## src/rtl/inverse_pkg.sv

```systemverilog
// Shared word type, FSM state encoding and sizing helper for the row multiplier family.
package inverse_pkg;

  localparam int unsigned DATA_W = 27;

  typedef logic [DATA_W-1:0] word_t;

  typedef enum logic [1:0] {
    ST_IDLE  = 2'd0,
    ST_ISSUE = 2'd1,
    ST_DRAIN = 2'd2,
    ST_DONE  = 2'd3
  } state_e;

  function automatic int unsigned ceil_div(input int unsigned num, input int unsigned den);
    return (num + den - 1) / den;
  endfunction

endpackage

```

## src/rtl/mult_lat_pipe.sv

```systemverilog
// Valid + beat-index delay line matching the external multiplier latency; advances only when en=1.
module mult_lat_pipe #(
  parameter int unsigned LAT = 5,
  parameter int unsigned BW  = 1
) (
  input  logic          clk,
  input  logic          rst,
  input  logic          en,
  input  logic          in_valid,
  input  logic [BW-1:0] in_beat,
  output logic          out_valid,
  output logic [BW-1:0] out_beat
);

  localparam int unsigned DW = LAT * BW;

  logic [LAT-1:0] valid_q, valid_d;
  logic [DW-1:0]  beat_q,  beat_d;

  // Shift in at the bottom; the oldest entry sits in the top slot.
  always_comb begin
    valid_d = LAT'({valid_q, in_valid});
    beat_d  = DW'({beat_q, in_beat});
  end

  always_ff @(posedge clk or posedge rst) begin
    if (rst) begin
      valid_q <= '0;
      beat_q  <= '0;
    end else if (en) begin
      valid_q <= valid_d;
      beat_q  <= beat_d;
    end
  end

  assign out_valid = valid_q[LAT-1];
  assign out_beat  = beat_q[DW-1 -: BW];

endmodule

```

## src/rtl/row_mult_seq.sv

```systemverilog
// Row times scalar / element-wise row times row, issued LANES elements per beat to external
// pipelined multipliers and gathered back into a registered result row.
module row_mult_seq
  import inverse_pkg::*;
#(
  parameter int unsigned W        = DATA_W,
  parameter int unsigned N        = 6,
  parameter int unsigned LANES    = 3,
  parameter int unsigned MULT_LAT = 5
) (
  input  logic               clk,
  input  logic               rst,
  input  logic               en,
  input  logic               start,
  input  logic               mode,
  input  logic [N*W-1:0]     row_a,
  input  logic [N*W-1:0]     row_b,
  input  logic [W-1:0]       scalar,
  output logic [LANES*W-1:0] mult_dataa,
  output logic [LANES*W-1:0] mult_datab,
  input  logic [LANES*W-1:0] mult_result,
  output logic               busy,
  output logic               done,
  output logic [N*W-1:0]     result
);

  localparam int unsigned B  = ceil_div(N, LANES);
  localparam int unsigned BW = (B > 1) ? $clog2(B) : 1;
  localparam logic [BW-1:0] LAST_BEAT = BW'(B - 1);

  state_e             state_q,  state_d;
  logic [BW-1:0]      beat_q,   beat_d;
  logic               mode_q,   mode_d;
  logic [W-1:0]       scalar_q, scalar_d;
  logic [N*W-1:0]     row_a_q,  row_a_d;
  logic [N*W-1:0]     row_b_q,  row_b_d;
  logic [LANES*W-1:0] dataa_q,  dataa_d;
  logic [LANES*W-1:0] datab_q,  datab_d;
  logic               busy_q,   busy_d;
  logic               done_q,   done_d;
  logic [N*W-1:0]     result_q, result_d;

  logic          pipe_valid;
  logic [BW-1:0] pipe_beat;

  mult_lat_pipe #(
    .LAT (MULT_LAT),
    .BW  (BW)
  ) u_pipe (
    .clk       (clk),
    .rst       (rst),
    .en        (en),
    .in_valid  (state_q == ST_ISSUE),
    .in_beat   (beat_q),
    .out_valid (pipe_valid),
    .out_beat  (pipe_beat)
  );

  always_comb begin
    int unsigned cap_idx;
    int unsigned iss_idx;
    state_d  = state_q;
    beat_d   = beat_q;
    mode_d   = mode_q;
    scalar_d = scalar_q;
    row_a_d  = row_a_q;
    row_b_d  = row_b_q;
    result_d = result_q;
    dataa_d  = '0;
    datab_d  = '0;
    cap_idx  = 0;
    iss_idx  = 0;

    case (state_q)
      ST_IDLE, ST_DONE: begin
        if (start) begin
          state_d  = ST_ISSUE;
          beat_d   = '0;
          mode_d   = mode;
          scalar_d = scalar;
          row_a_d  = row_a;
          row_b_d  = row_b;
        end else begin
          state_d = ST_IDLE;
        end
      end
      ST_ISSUE: begin
        if (beat_q == LAST_BEAT) state_d = ST_DRAIN;
        else                     beat_d  = beat_q + BW'(1);
      end
      ST_DRAIN: begin
        if (pipe_valid && (pipe_beat == LAST_BEAT)) state_d = ST_DONE;
      end
      default: state_d = ST_IDLE;
    endcase

    // Products come back tagged by the delay line; lanes past the row end are dropped.
    if (pipe_valid) begin
      for (int unsigned l = 0; l < LANES; l++) begin
        cap_idx = 32'(pipe_beat) * LANES + l;
        if (cap_idx < N) result_d[cap_idx*W +: W] = mult_result[l*W +: W];
      end
    end

    // Operands are registered, so they are prepared for the beat the next cycle will issue.
    if (state_d == ST_ISSUE) begin
      for (int unsigned l = 0; l < LANES; l++) begin
        iss_idx = 32'(beat_d) * LANES + l;
        if (iss_idx < N) begin
          dataa_d[l*W +: W] = row_a_d[iss_idx*W +: W];
          datab_d[l*W +: W] = mode_d ? row_b_d[iss_idx*W +: W] : scalar_d;
        end
      end
    end

    busy_d = (state_d == ST_ISSUE) || (state_d == ST_DRAIN);
    done_d = (state_d == ST_DONE);
  end

  always_ff @(posedge clk or posedge rst) begin
    if (rst) begin
      state_q  <= ST_IDLE;
      beat_q   <= '0;
      mode_q   <= 1'b0;
      scalar_q <= '0;
      row_a_q  <= '0;
      row_b_q  <= '0;
      dataa_q  <= '0;
      datab_q  <= '0;
      busy_q   <= 1'b0;
      done_q   <= 1'b0;
      result_q <= '0;
    end else if (en) begin
      state_q  <= state_d;
      beat_q   <= beat_d;
      mode_q   <= mode_d;
      scalar_q <= scalar_d;
      row_a_q  <= row_a_d;
      row_b_q  <= row_b_d;
      dataa_q  <= dataa_d;
      datab_q  <= datab_d;
      busy_q   <= busy_d;
      done_q   <= done_d;
      result_q <= result_d;
    end
  end

  assign mult_dataa = dataa_q;
  assign mult_datab = datab_q;
  assign busy       = busy_q;
  assign done       = done_q;
  assign result     = result_q;

endmodule

```

## config.mk

```make
export PLATFORM = sky130hd
export DESIGN_NAME = row_mult_seq
export DESIGN_NICKNAME = d
export VERILOG_FILES = /design/src/rtl/inverse_pkg.sv /design/src/rtl/mult_lat_pipe.sv /design/src/rtl/row_mult_seq.sv
export SDC_FILE = /design/constraint.sdc
export NUM_CORES = 1
export LEC_CHECK = 0
export CAP_MARGIN = 20
export CORE_AREA = 3 3 298 300
export CTS_CLUSTER_SIZE = 24
export DETAILED_ROUTE_END_ITERATION = 10
export DIE_AREA = 0 0 301 303
export DONT_BUFFER_PORTS = 1
export SLEW_MARGIN = 20
export SYNTH_ARGS = -nofsm -noshare
export SYNTH_HDL_FRONTEND = slang
export SYNTH_SLANG_ARGS = --single-unit
```

## constraint.sdc

```tcl
create_clock -name clk -period 26 [get_ports clk]
set_input_delay 2.6 -clock clk [delete_from_list [all_inputs] [get_ports clk]]
set_output_delay 2.6 -clock clk [all_outputs]
set_load 0.02 [all_outputs]
```

==> impl_metrics.toml <==
# implementation run metrics
[setup_path]
critPathRequiredTime_ns = 26.49
startpoint_type = "input port"
startpoint = "start"
timing.rr.end = "row_b_q[125]"
critPathSlowestCell = "nand2_8"
cp_slowest_stage_delay_ns = 0.80
cp.depth = 5

[worst_hold_path]
min-delay-start = "row_a_q[16]"
min_delay_path_depth = 1
hp-class = "register to register"
hold_end = "row_a_q[16]"

[final_timing]
finalMaxSlewViolations = 0
setup_viol = 0
layout_min_cycle_time_ns = 5.52
relSlewSlack = 0.0711
rsz0062_at_grt = "no"
finalCritPeriodShare = 0.212
layout_setup_ws_ns = 20.48
holdWs_ns = 0.498
fin_setup_tns_ns = 0

[floorplan]
taps = 1155
fp_util = 0.355
die_height_um = 303
core_area_sq_um = 86500
num_io_pins = 763

[final_layout]
clock_area_frac = 0.0754
comb_area_sq_um = 12500
nonClkBufAreaFrac = 0.00814
inv_count = 7
multi_input_comb_cells = 1369
n_all_buffers = 29
drive_gt1_frac = 0.347
final_cell_area_sq_um = 34100

[flow_run]
warnings = 39
cap_violations = 0

[logic_synthesis]
synth-simple-area-share = 0.0368
ff_type = "dfrtp_1"
synthArstFlopShare = 1.00
logic_family = "multiplexers"
syn_area_per_cell_sq_um = 13.5
ys_cells = 2264
yosys_warnings = 0

[clocking]
cts_resized = 0
cts.clk_slew.worst_paths_ns = 0.06
cts_sinks = 691
post-cts-setup-buffers = 0
clock_path_buffers = 3
clock_latency_ns = 0.63
htree_levels = 3

[grt]
grt_pass1_vias = 20500
met2_usage = 0.346
gr-usage-met3 = 0.0763
grt_first_pass_wirelength_um = 138000

[detailed_routing]
dr.first_iter.drc_count = 1692
totalWireLength_um = 95800
route.detailed.drc = 0
dr_wl_met3_um = 9330

[pwr]
pg_clk_mw = 1.09
leakagePower_nw = 14.6
p_comb_mw = 1.49
irDropWorstVdd_mv = 0.0807
seqPwrFrac = 0.455

[place]
io_buffers = 0
postPlaceCellArea_sq_um = 31500
place_congestion = 0.817

[outcome]
status = "finished, final reports clean"
through the flow:
stage / instances / power [mW]
after detailed placement: 3250 / 3.66
after floorplan: 2264 / 3.26
final: 3393 / 4.73
after global routing: 3393 / 4.99
after CTS: 3388 / 4.77
after global placement: 3250 / 3.57
layout by cell type (no fill, tap or decap), types with 14 or more instances in the layout:
cell       instances
dfrtp_1          691
mux2_2           526
a21oi_1          189
o21ai_0          166
clkbuf_16         76
nand3_1          163
clkbuf_8          20
mux4_2            81
a2111o_1          81
clkbuf_1          14
clkinv_2          14
a22o_1            81
nand2_1           56
buf_4             22
worst register-to-register path, stage by stage, from the launching register on:
cell     delay, ns
dfrtp_1       0.39
inv_1         0.09
ha_1          0.42
and2_4        0.42
nand2_8       0.81
buf_4         0.94
buf_6         0.77
mux2_2        0.57
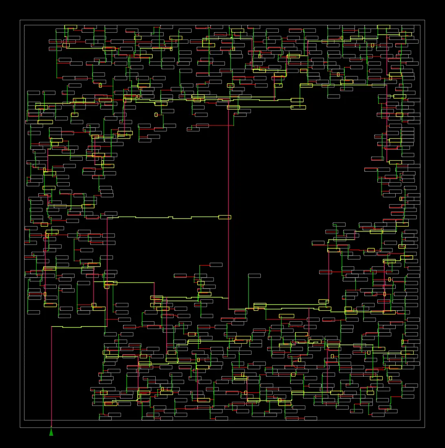
(clock wiring as the flow saved it)
flop count: 691
Final Skew: 0.0267 ns
Num CTS Buffers: 76

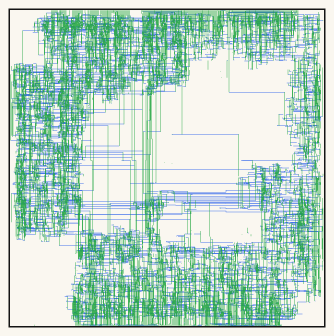
(metal layers overlaid)
Only two layers are drawn.
legend:
  metal 1:
    color: blue
    wire_length: 33.5 mm
  metal 2:
    color: green
    wire_length: 49.0 mm
vias post-DR: 19.7k
Total GRT Usage: 0.201
DR WL/cell: 28.2 um

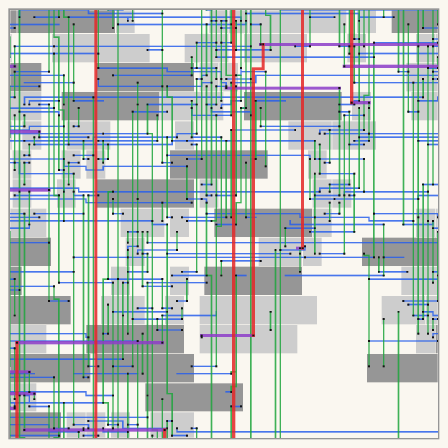
(close-up of the layout)
Region (55, 207) to (95, 247) um. Cells in gray, sequential cells in the stronger gray; small squares are vias.
legend:
  metal 2:
    color: green
  metal 3:
    color: purple
  metal 1:
    color: blue
  metal 4:
    color: red
netlist names of flops here include: row_b_q (12), mult_datab (4)
most frequent: dfrtp_1 (16), nand3_1 (13), a21oi_1 (11)
cells with their middle in the window: 72
sequential cells in the window: 16

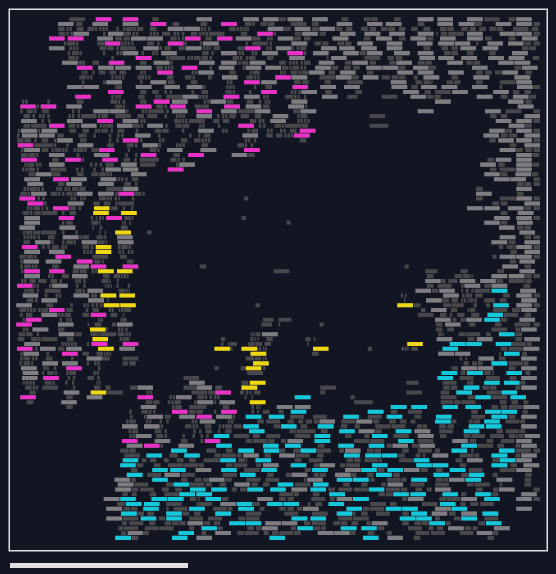
(sequential cells colored by netlist name)
Scale bar: 100 um. Other sequential cells in the stronger gray, the rest of the logic in the fainter gray.
legend:
  row_a_q:
    color: cyan
    sequential_cells: 162
  scalar_q:
    color: yellow
    sequential_cells: 27
  mult_datab:
    color: magenta
    sequential_cells: 81
not colored: 421
sequential power: 2.15 mW
Seq area share: 0.507
post-layout util: 0.394
Seq. cell area: 17300 sq um

Power and IR drop assume default switching activity.
